### Logic cells by family, run 1

Scale bar: 50 um.
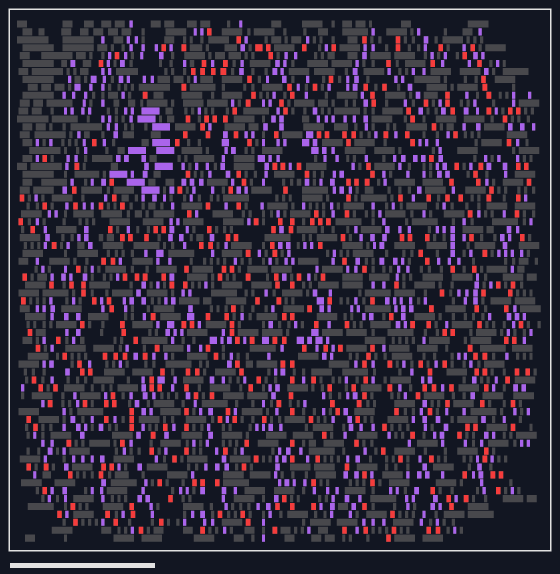
### Met3 routing, run 1

Scale bar: 50 um.
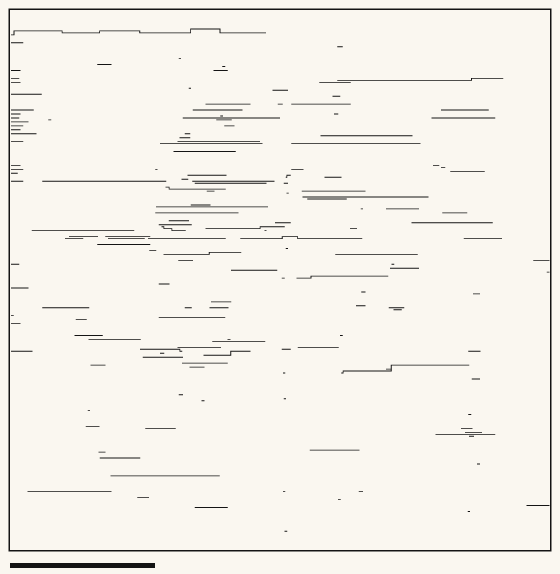
### Placement view, run 1

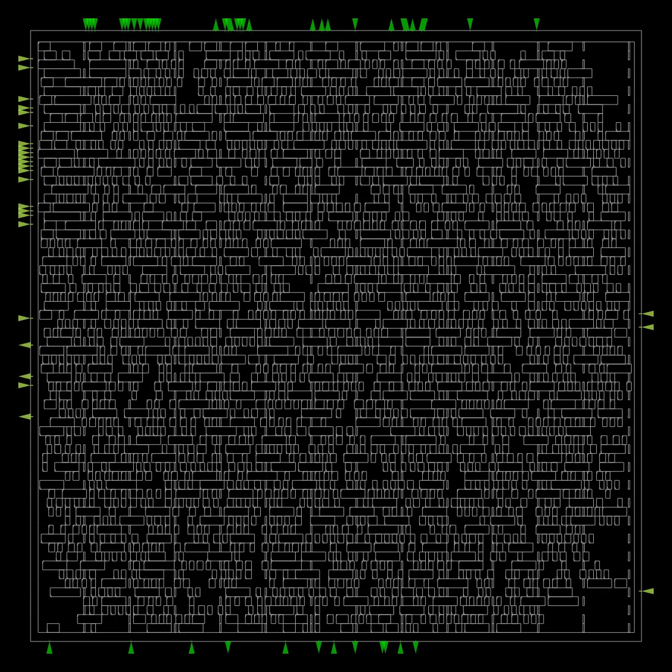
**config.mk**
```make
export PLATFORM = sky130hd
export DESIGN_NAME = instr_mem_server
export DESIGN_NICKNAME = d
export VERILOG_FILES = /design/src/rtl/instr_mem_server.sv
export SDC_FILE = /design/constraint.sdc
export NUM_CORES = 1
export LEC_CHECK = 0
export ABC_AREA = 1
export CAP_MARGIN = 20
export CELL_PAD_IN_SITES_DETAIL_PLACEMENT = 1
export CELL_PAD_IN_SITES_GLOBAL_PLACEMENT = 1
export CORE_MARGIN = 2
export CORE_UTILIZATION = 47
export CTS_CLUSTER_DIAMETER = 100
export DETAILED_ROUTE_END_ITERATION = 7
export PLACE_DENSITY_LB_ADDON = 0.1
export REMOVE_ABC_BUFFERS = 1
export SLEW_MARGIN = 15
export SYNTH_ARGS = -nofsm -noshare
export SYNTH_HDL_FRONTEND = slang
export SYNTH_SLANG_ARGS = --single-unit
```
**constraint.sdc**
```tcl
create_clock -name clk -period 4.8 [get_ports clk]
set_input_delay 0.72 -clock clk [delete_from_list [all_inputs] [get_ports clk]]
set_output_delay 0.72 -clock clk [all_outputs]
set_load 0.005 [all_outputs]
```
**src/rtl/instr_mem_server.sv**
```systemverilog
// Instruction-memory responder: one outstanding fetch over valid/ready, fixed-latency
// read with same-edge load forwarding, and an always-open host load port.
module instr_mem_server #(
  parameter int ADDR_WIDTH = 16,
  parameter int DATA_WIDTH = 16,
  parameter int DEPTH      = 16,
  parameter int LATENCY    = 2
) (
  input  logic                  clk,
  input  logic                  reset,
  input  logic                  load_valid,
  input  logic [ADDR_WIDTH-1:0] load_addr,
  input  logic [DATA_WIDTH-1:0] load_data,
  input  logic                  req_valid,
  input  logic [ADDR_WIDTH-1:0] req_addr,
  output logic                  req_ready,
  output logic                  rsp_valid,
  input  logic                  rsp_ready,
  output logic [DATA_WIDTH-1:0] rsp_data,
  output logic                  rsp_err
);

  localparam int IDX_W = (DEPTH > 1) ? $clog2(DEPTH) : 1;
  localparam logic [ADDR_WIDTH:0] DEPTH_A = (ADDR_WIDTH+1)'(DEPTH);
  localparam logic [3:0] LAT_M1 = 4'(LATENCY - 1);

  typedef enum logic [1:0] {IDLE, BUSY, RESP} state_t;

  state_t                state_q, state_d;
  logic [3:0]            cnt_q, cnt_d;
  logic [ADDR_WIDTH-1:0] addr_q, addr_d;
  logic [DATA_WIDTH-1:0] rsp_data_q, rsp_data_d;
  logic                  rsp_err_q, rsp_err_d;
  logic [DATA_WIDTH-1:0] mem_q [DEPTH];
  logic [DATA_WIDTH-1:0] mem_d [DEPTH];

  logic load_in_range;
  logic addr_in_range;

  // Compare in full address width plus one bit so no high address can alias into range.
  assign load_in_range = ({1'b0, load_addr} < DEPTH_A);
  assign addr_in_range = ({1'b0, addr_q} < DEPTH_A);

  always_comb begin
    for (int i = 0; i < DEPTH; i++) mem_d[i] = mem_q[i];
    if (load_valid && load_in_range) mem_d[load_addr[IDX_W-1:0]] = load_data;
  end

  always_comb begin
    state_d    = state_q;
    cnt_d      = cnt_q;
    addr_d     = addr_q;
    rsp_data_d = rsp_data_q;
    rsp_err_d  = rsp_err_q;
    case (state_q)
      IDLE: begin
        if (req_valid) begin
          addr_d  = req_addr;
          cnt_d   = LAT_M1;
          state_d = BUSY;
        end
      end
      BUSY: begin
        if (cnt_q != 4'd0) begin
          cnt_d = cnt_q - 4'd1;
        end else begin
          state_d = RESP;
          if (addr_in_range) begin
            rsp_err_d = 1'b0;
            // A load hitting the same word on the sampling edge wins over the stored copy.
            if (load_valid && (load_addr == addr_q)) rsp_data_d = load_data;
            else                                     rsp_data_d = mem_q[addr_q[IDX_W-1:0]];
          end else begin
            rsp_err_d  = 1'b1;
            rsp_data_d = '0;
          end
        end
      end
      RESP: begin
        if (rsp_ready) begin
          state_d    = IDLE;
          rsp_data_d = '0;
          rsp_err_d  = 1'b0;
        end
      end
      default: state_d = IDLE;
    endcase
  end

  always_ff @(posedge clk) begin
    if (reset) begin
      state_q    <= IDLE;
      cnt_q      <= 4'd0;
      rsp_data_q <= '0;
      rsp_err_q  <= 1'b0;
      for (int i = 0; i < DEPTH; i++) mem_q[i] <= '0;
    end else begin
      state_q    <= state_d;
      cnt_q      <= cnt_d;
      rsp_data_q <= rsp_data_d;
      rsp_err_q  <= rsp_err_d;
      for (int i = 0; i < DEPTH; i++) mem_q[i] <= mem_d[i];
    end
  end

  always_ff @(posedge clk) begin
    addr_q <= addr_d;
  end

  assign req_ready = (state_q == IDLE);
  assign rsp_valid = (state_q == RESP);
  assign rsp_data  = rsp_data_q;
  assign rsp_err   = rsp_err_q;

endmodule

```
==> Table 3: Implementation characteristics, run 1 <==
Implementation parameters

Parameter                              Value

Outcome
  Outcome    finished, final reports clean

Floorplanning
  Number of top-level pins    approximately 72
  Die Wd    186 um
  DIE HEIGHT    between 150 and 200 um

Critical path
  Critical path's largest stage delay    between 500 and 600 ps
  Launching element of the worst setup path    load_addr[3]
  Endpoint of the most critical setup path    rsp_data[3]$_SDFFE_PP0P_
  Kind of critical path    input pin to flip-flop
  Most numerous cell on the critical path    nand2_1
  Maximum net fanout on the critical path    17
  Worst Setup End Kind    flip-flop
  Worst endpoint data arrival time    ~3300 ps
  RR Endpoint    rsp_data[14]$_SDFFE_PP0P_
  Bufs and invs on worst path    2
  Startpoint Class    input pin
  Number of cell instances on the worst register-to-register path    11

Layout
  Commonest non-fill, non-tap cells in the layout    inv_1 (556), nand2_1 (502), nor2_1 (285)
  Number of flip-flops under the largest register name    256
  Biggest register    mem_q

STA
  Worst slew pin tran    about 1100 ps
  Final Max Slew Viols    0
  Period Utilization, post-route    0.589
  Total Neg Setup Slack    0 ps

GRT
  GR Layer Usage met2    0.509
  Maximum number of pins on one net before global-route repair    approximately 150
  Met1 Resource Use GR    0.360
  Global-route layer with the greatest usage    met2
  Antenna violations before repair    0

Clock network
  Worst skew pair latency    ~520 ps
  Post-CTS Setup Repair Bufs    0
  Number of clock sinks    roughly 300
  Post-cts hold-fix buffer tally    0

Logic synthesis
  Ys flops    approximately 300
  Count of warnings emitted by yosys    0
  Syn avg cell area    about 6.4 sq um
  Synth Instances    2443
  Sequential cell area fraction in the yosys report    0.396

Routing
  Avg WL per Cell    16.9 um
  First-pass iteration count of the detailed router    4

Hold path
  Terminating pin of the worst hold path    cnt_q[0]$_SDFFE_PP0P_
  Hold depth    1

Placed design
  Global placer's final weighted congestion    0.760

Pwr
  Reported net switching power    between 0.002 and 0.003 W
  Peak ir drop on the vdd network    ~0.00030 V
  Internal power consumption    roughly 0.0046 W
  Share of total power in the clock network    0.352

Job
  Tool warning count    30
Back to the opening pictures, 'Logic cells by family':
- inverting AOI/OAI gates: red (cells 406; most used o21ai_0; where spread over the die)
- NAND gates: purple (cells 724; most used nand2_1; where spread over the die)

Back to the opening pictures, 'Met3 routing':
- longest straight run: 46.0 um
- share of all routed wire: 3.6%
- nets with wire on the layer: 77
- main direction: horizontal

Back to the opening pictures, 'Placement view':
number of sequential cells: 299
Tapcells: 442
count of non-filler cells in the finished layout: 2884
number of filler cells placed in the layout: 4489
Post-Route Utilization: 0.528

-- run 1: synthesized netlist by cell type --
cell type  number
a21boi_0        1
a21oi_1        79
a31oi_1         1
buf_1          16
buf_12          1
buf_2          19
buf_4           1
buf_6          30
clkbuf_1       85
clkinv_1        4
dfxtp_1       283
edfxtp_1       16
ha_1            5
inv_1         557
inv_2           1
nand2_1       502
nand3_1       195
nand3_4        10
nand3b_1       15
nand4_1         2
nor2_1        285
nor2_2          1
nor2_4          1
nor4_1          3
nor4_4          1
o211a_1         1
o21ai_0       206
o21ai_1       119
xnor2_1         2
xor2_1          1
-- run 1: layout make-up --
type / instances / area, sq um
Fill cell: 4489 / 15400
Multi-Input combinational cell: 1430 / 6420
Sequential cell: 299 / 6150
Inverter: 562 / 2120
Clock buffer: 52 / 1010
Timing Repair Buffer: 93 / 876
Tap cell: 442 / 553
Clock inverter: 6 / 42.5
-- run 1: per-layer routing --
| metal | vias up | share of wire |
|---|---|---|
| li1 | 7283 | - |
| met1 | 7163 | 0.45 |
| met2 | 248 | 0.49 |
| met3 | 89 | 0.036 |
| met4 | 0 | 0.025 |
| met5 | - | 0 |
-- run 1: kinds of logic (layout without fill, tap and decap cells) --
family,count (synthesis),in the layout,synth area share
xor+xnor,3,3,0.00169
simple gates,1015,1015,0.276
compound gates,407,407,0.132
flops,299,299,0.396
fa+ha+maj,5,5,0.00403
buf+inv,714,713,0.190
-- run 1: power groups by stage --
stage	Sequential, W	Clock, W	Combinational, W
finish	0.00268	0.00252	0.00196
floorplan	0.00283	0	0.00106
global route	0.00269	0.00268	0.00216
detailed placement	0.00273	0	0.00193
CTS	0.00268	0.00257	0.00196
global placement	0.00273	0	0.00189
### Placement density heat map, run 1

The die is cut into 19 by 19 equal tiles; black is low, pale yellow is high, 0 to 100% covered.
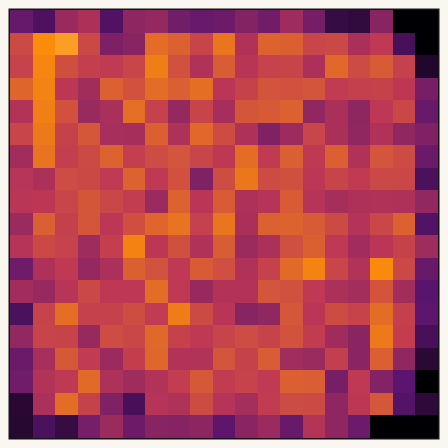

--- run 2 (diff from run 1) ---
--- a/config.mk
+++ b/config.mk
@@ -10,7 +10,7 @@
 export CELL_PAD_IN_SITES_DETAIL_PLACEMENT = 1
 export CELL_PAD_IN_SITES_GLOBAL_PLACEMENT = 1
 export CORE_MARGIN = 2
-export CORE_UTILIZATION = 47
+export CORE_UTILIZATION = 43
 export CTS_CLUSTER_DIAMETER = 100
 export DETAILED_ROUTE_END_ITERATION = 7
 export PLACE_DENSITY_LB_ADDON = 0.1
==> constraint.sdc (replaced) <==
create_clock -name clk -period 2.8 [get_ports clk]
set_input_delay 0.42 -clock clk [delete_from_list [all_inputs] [get_ports clk]]
set_output_delay 0.42 -clock clk [all_outputs]
set_load 0.005 [all_outputs]
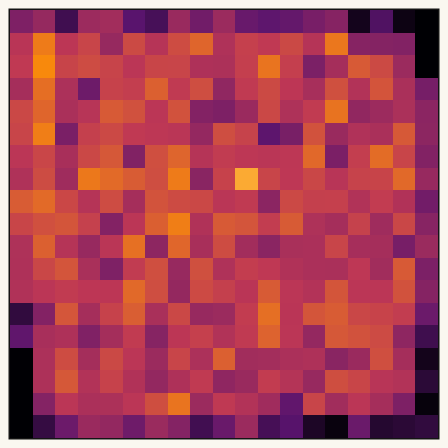
*Placement density heat map, run 2*
The die is cut into 19 by 19 equal tiles; black is low, pale yellow is high, 0 to 100% covered.
- nearly empty tiles: 2.2%
- mean over tiles: 46%
- tiles over 75% full: 0.30%
- fullest tile: 82%

==> run 2 against run 1 <==
Critical path depth down 3. Largest power group is now the clock network. Final area grew 4.0%. Critical endpoint is now cnt_q[3]$_SDFFE_PP0P_. Via count rose by 1.5%. Flip-flop count did not move. Routed wire length is 6.8% higher. Hold slack got worse by 33 ps.
==> Table 3: Implementation characteristics, run 2 <==
Implementation parameters

Parameter                              Value

Critical path
  Maximum net fanout on the critical path    25 (was 17)
  Worst Setup End Kind    flip-flop (unchanged)
  Critical path's largest stage delay    590 ps (about the same)
  Worst endpoint data arrival time    2680 ps (was 3280 ps)
  Startpoint Class    flip-flop (was input pin)
  Kind of critical path    flip-flop to flip-flop (was input pin to flip-flop)
  Most numerous cell on the critical path    inv_1 (was nand2_1)

Outcome
  Outcome    finished, final reports clean (unchanged)

Layout
  Post-Route Utilization    0.502 (was 0.528)
  Biggest register    mem_q (unchanged)
  Number of flip-flops under the largest register name    256 (unchanged)
  Commonest non-fill, non-tap cells in the layout    inv_1 (556), nand2_1 (502), nor2_1 (285) (unchanged)

Routing
  Top Metal Used    met4 (unchanged)
  Avg WL per Cell    17.5 um (was 16.9 um)
  Total routed wire length on the met1 layer    24500 um (was 22000 um)
  Met3 routed wirelength    2010 um (was 1750 um)

Logic synthesis
  Ys flops    299 (unchanged)
  Asr flop ratio synth    0 (unchanged)
  Syn avg cell area    6.35 sq um (unchanged)
  Commonest cells in the netlist    inv_1 (557), nand2_1 (502), nor2_1 (285) (unchanged)
  Number of enable-type register cells in the synthesized netlist    16 (unchanged)
  Sequential cell area fraction in the yosys report    0.396 (unchanged)
  Post-synthesis cell type with the largest instance count    inv_1 (unchanged)
  Most used flip-flop cell    dfxtp_1 (unchanged)
  Count of warnings emitted by yosys    0 (unchanged)

Clock network
  Post-cts hold-fix buffer tally    0 (unchanged)
  Number of clock sinks    299 (unchanged)
  Worst skew pair latency    550 ps (was 520 ps)
  Post-CTS Setup Repair Bufs    0 (unchanged)

Pwr
  Combinational cell power    0.00371 W (was 0.00196 W)
  Share of total power in the clock network    0.363 (was 0.352)
  Internal power consumption    0.00826 W (was 0.00458 W)
  Fraction of power consumed by combinational cells    0.287 (was 0.274)
  Power drawn by the sequential cells    0.00453 W (was 0.00268 W)
  Top Consumer    the clock network (was registers)
  Reported net switching power    0.00468 W (was 0.00258 W)
  Peak ir drop on the vdd network    0.000596 V (was 0.000297 V)

GRT
  Antenna violations before repair    0 (unchanged)

Floorplanning
  Die Wd    194 um (was 186 um)
  DIE HEIGHT    194 um (was 186 um)
  Number of top-level pins    72 (unchanged)

STA
  Period Utilization, post-route    0.786
  Total Neg Setup Slack    0 ps (unchanged)
  Final Max Slew Viols    0 (unchanged)
  Worst slew pin tran    849 ps (was 1110 ps)

Placed design
  Global placer's final weighted congestion    0.823 (was 0.760)

Job
  Tool warning count    34 (was 30)
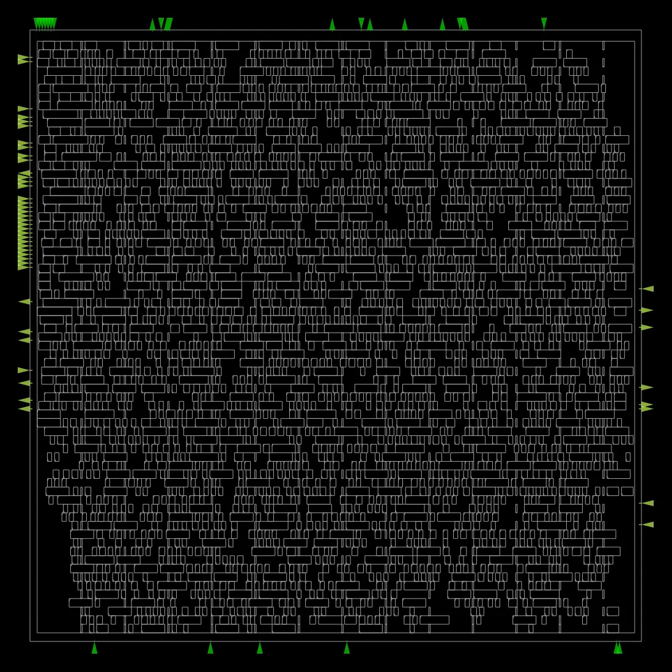
*Placement view, run 2*
Tapcells: 461
number of filler cells placed in the layout: 4752
flip-flop and latch share of the layout cell area: 0.344
area of the core region: 35600 sq um

[run 2: cell count changes in the layout (fill, tap and decap cells not counted), sizes merged]
cell / change
inv: -1
buf: +51
diode: +1
clkbuf: +9
[run 2: stage by stage]
| step | std cells | total power [W] |
|---|---|---|
| 2_1_floorplan | 2291 | 0.00666 |
| 6_report | 2963 | 0.0129 |
| 5_1_grt | 2962 | 0.0135 |
| 4_1_cts | 2962 | 0.0130 |
| 3_5_place_dp | 2896 | 0.00831 |
| 3_3_place_gp | 2896 | 0.00823 |
[run 2: cells by family after synthesis]
logic type,Yosys count,synth area share
AOI/OAI and AO/OA,407,0.132
DFF,299,0.396
xor gates and xnor gates,3,0.00169
buffers and inverters,714,0.190
and+or+nand+nor,1015,0.276
adders and majority gates,5,0.00403
[run 2: worst paths after layout]
check | start | end
worst max-delay path | state_q[0]$_SDFFE_PP0P_ | cnt_q[3]$_SDFFE_PP0P_
worst min-delay path | req_addr[7] | addr_q[7]$_DFFE_PP_
worst max register to register | state_q[0]$_SDFFE_PP0P_ | cnt_q[3]$_SDFFE_PP0P_
worst min register to register | rsp_data[6]$_SDFFE_PP0P_ | rsp_data[6]$_SDFFE_PP0P_
[run 2: layout make-up]
class                      instances  area, sq um
fill                            4752        17700
multi-input combinational       1430         6420
sequential                       299         6150
inverter                         562         2120
timing repair buffer             144         1420
clock buffer                      61         1140
tap                              461          577
clock inverter                     5         31.3
antenna                            1         2.50
[run 2: per-layer routing]
metal,vias up,global-route usage
li1,7406,-
met1,7259,0.371
met2,260,0.468
met3,77,0.0334
met4,0,0.0802
met5,-,0
### Logic cells by family, run 2

Scale bar: 50 um.
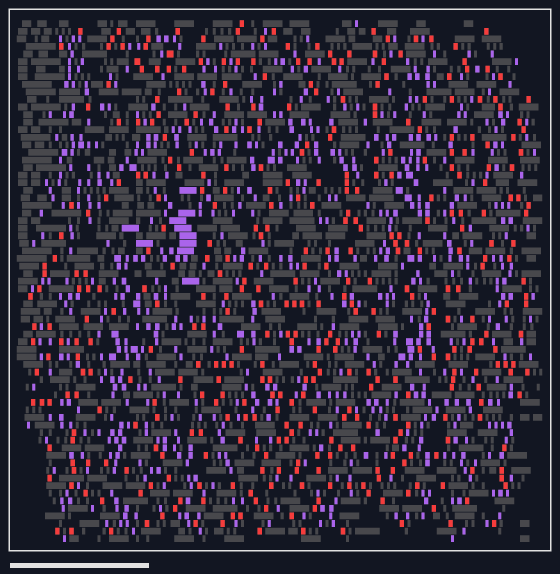

--- run 3 (diff from run 2) ---
--- a/config.mk
+++ b/config.mk
@@ -10,7 +10,7 @@
 export CELL_PAD_IN_SITES_DETAIL_PLACEMENT = 1
 export CELL_PAD_IN_SITES_GLOBAL_PLACEMENT = 1
 export CORE_MARGIN = 2
-export CORE_UTILIZATION = 43
+export CORE_UTILIZATION = 39
 export CTS_CLUSTER_DIAMETER = 100
 export DETAILED_ROUTE_END_ITERATION = 7
 export PLACE_DENSITY_LB_ADDON = 0.1
==> constraint.sdc (replaced) <==
create_clock -name clk -period 2 [get_ports clk]
set_input_delay 0.3 -clock clk [delete_from_list [all_inputs] [get_ports clk]]
set_output_delay 0.3 -clock clk [all_outputs]
set_load 0.005 [all_outputs]
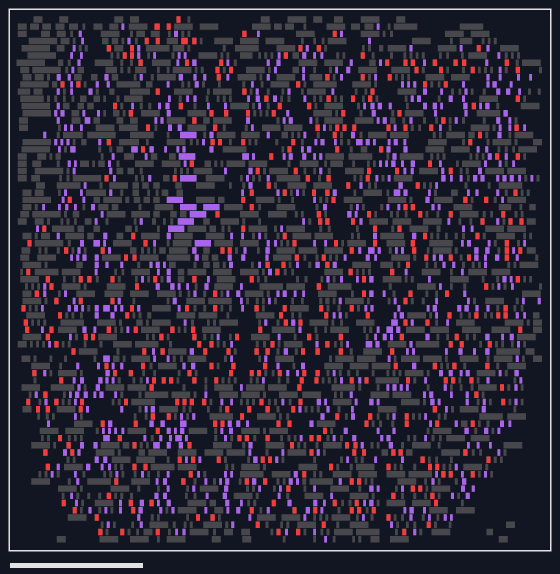
*Logic cells by family, run 3*
Scale bar: 50 um.
- inverting AOI/OAI gates: red (cells 406; most used o21ai_0; where spread over the die)
- NAND gates: purple (cells 724; most used nand2_1; where spread over the die)

==> run 3 against run 2 <==
First-iteration DRC count down 2.7%. Clock-buffer cell count down 4. Clock skew down 7.1 ps. Die size up 10%. Setup slack worse by 530 ps. Non-clock buffer count up 43. Global-route usage down 1.8 points. Register-to-register slack worse by 420 ps. Via count up 0.56%. Synthesized cell count unchanged. Critical path depth down 5. Critical endpoint is now rsp_valid. Largest cell class unchanged.
==> Table 3: Implementation characteristics, run 3 <==
Implementation parameters

Parameter                              Value

Pwr
  Fraction of power consumed by combinational cells    0.297 (was 0.287)
  Share of total power in the clock network    0.355 (was 0.363)
  Internal power consumption    0.0118 W (was 0.00826 W)

Routing
  First-pass iteration count of the detailed router    5 (unchanged)
  Avg WL per Cell    17.0 um (was 17.5 um)

Floorplanning
  Area of the core region    39500 sq um (was 35600 sq um)
  DIE HEIGHT    203 um (was 194 um)
  Number of top-level pins    72 (unchanged)
  Die Wd    203 um (was 194 um)

GRT
  Maximum number of pins on one net before global-route repair    91 (was 161)
  Antenna violations before repair    0 (unchanged)

Logic synthesis
  Syn avg cell area    6.35 sq um (unchanged)
  Count of warnings emitted by yosys    0 (unchanged)
  Number of enable-type register cells in the synthesized netlist    16 (unchanged)
  Most used flip-flop cell    dfxtp_1 (unchanged)
  Synth Instances    2443 (unchanged)
  Ys flops    299 (unchanged)
  Commonest cells in the netlist    inv_1 (557), nand2_1 (502), nor2_1 (285) (unchanged)
  Sequential cell area fraction in the yosys report    0.396 (unchanged)

Critical path
  Maximum net fanout on the critical path    3 (was 25)
  Worst endpoint data arrival time    1630 ps (was 2680 ps)
  Number of cell instances on the worst register-to-register path    11 (was 8)
  RR Endpoint    rsp_data[12]$_SDFFE_PP0P_ (was cnt_q[3]$_SDFFE_PP0P_)
  Kind of critical path    flip-flop to primary output (was flip-flop to flip-flop)
  Startpoint Class    flip-flop (unchanged)
  Endpoint of the most critical setup path    rsp_valid (was cnt_q[3]$_SDFFE_PP0P_)
  Launching element of the worst setup path    state_q[0]$_SDFFE_PP0P_ (unchanged)
  Worst Setup End Kind    primary output (was flip-flop)
  Critical path's largest stage delay    500 ps (was 590 ps)

Clock network
  Worst skew pair latency    550 ps (about the same)
  Post-CTS Setup Repair Bufs    0 (unchanged)
  Number of clock sinks    299 (unchanged)
  Post-cts hold-fix buffer tally    0 (unchanged)

Layout
  Number of flip-flops under the largest register name    256 (unchanged)
  Biggest register    mem_q (unchanged)
  Commonest non-fill, non-tap cells in the layout    inv_1 (554), nand2_1 (502), nor2_1 (283) (was inv_1 (556), nand2_1 (502), nor2_1 (285))

Hold path
  Hold depth    1 (unchanged)
  Terminating pin of the worst hold path    addr_q[7]$_DFFE_PP_ (unchanged)

Job
  Tool warning count    28 (was 34)

STA
  Period Utilization, post-route    0.967
  Final Max Slew Viols    0 (unchanged)
  Worst slew pin tran    505 ps (was 849 ps)
  Total Neg Setup Slack    0 ps (unchanged)
  Slack of the critical path    66.5 ps (was 600 ps)

Placed design
  Global placer's final weighted congestion    0.790 (was 0.823)

Outcome
  Outcome    finished, final reports clean (unchanged)
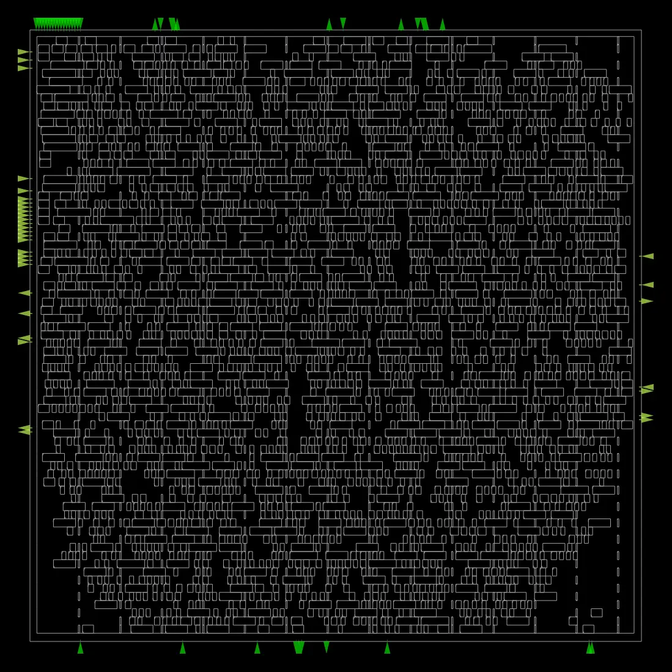
*Placement view, run 3*
Post-Route Utilization: 0.471
flip-flop and latch share of the layout cell area: 0.331
count of non-filler cells in the finished layout: 3067
floorplan row count: 73
number of filler cells placed in the layout: 5196

-- run 3: worst register-to-register path, stage by stage, from the launching register on --
cell and delay [ps]:
dfxtp_1 360, inv_2 70, ha_1 210, nand2_1 100
o21ai_0 120, nor2_1 190, nand2_1 90, nor2_2 140
buf_6 160, buf_12 120, nand3_1 80, a21oi_1 120
-- run 3: per-layer routing --
metal,up-vias,GRT usage,routed length (um),share of wire
met2,241,0.458,25400,0.49
met5,-,0,0,0
li1,7497,-,-,-
met1,7271,0.328,23500,0.45
met4,0,0.0740,1170,0.022
met3,77,0.0329,2060,0.040
-- run 3: kinds of logic after synthesis --
group / share of synthesized area
AND-OR/OR-AND: 0.132
XOR/XNOR: 0.00169
adder cells (fa/ha/maj): 0.00403
buffers and inverters: 0.190
flip-flops: 0.396
AND/OR/NAND/NOR: 0.276
-- run 3: per-stage QoR --
stage          cells  hold slack (ps)  utilization  power (W)
2_1_floorplan   2291              369            -    0.00931
3_3_place_gp    3001              446        0.440     0.0118
3_5_place_dp    3001              457        0.440     0.0119
4_1_cts         3064              278        0.470     0.0184
5_1_grt         3066              298        0.471     0.0192
6_report        3067              308        0.471     0.0183
-- run 3: layout make-up --
type / instances / area, sq um / share of cell area
clock buffer: 57 / 1110 / 0.0599
tap: 525 / 657 / 0.0354
antenna: 1 / 2.50 / 0.000135
multi-input combinational: 1430 / 6440 / 0.347
clock inverter: 6 / 33.8 / 0.00182
inverter: 562 / 2120 / 0.114
sequential: 299 / 6150 / 0.331
timing repair buffer: 187 / 2060 / 0.111
-- run 3: power by group through the flow --
stage	clock network, W	registers [W]	logic [W]
floorplan	0	0.00678	0.00253
global placement	0	0.00647	0.00531
detailed placement	0	0.00648	0.00538
CTS	0.00665	0.00636	0.00543
global route	0.00686	0.00638	0.00600
finish	0.00648	0.00636	0.00542
Power and IR drop assume default switching activity.
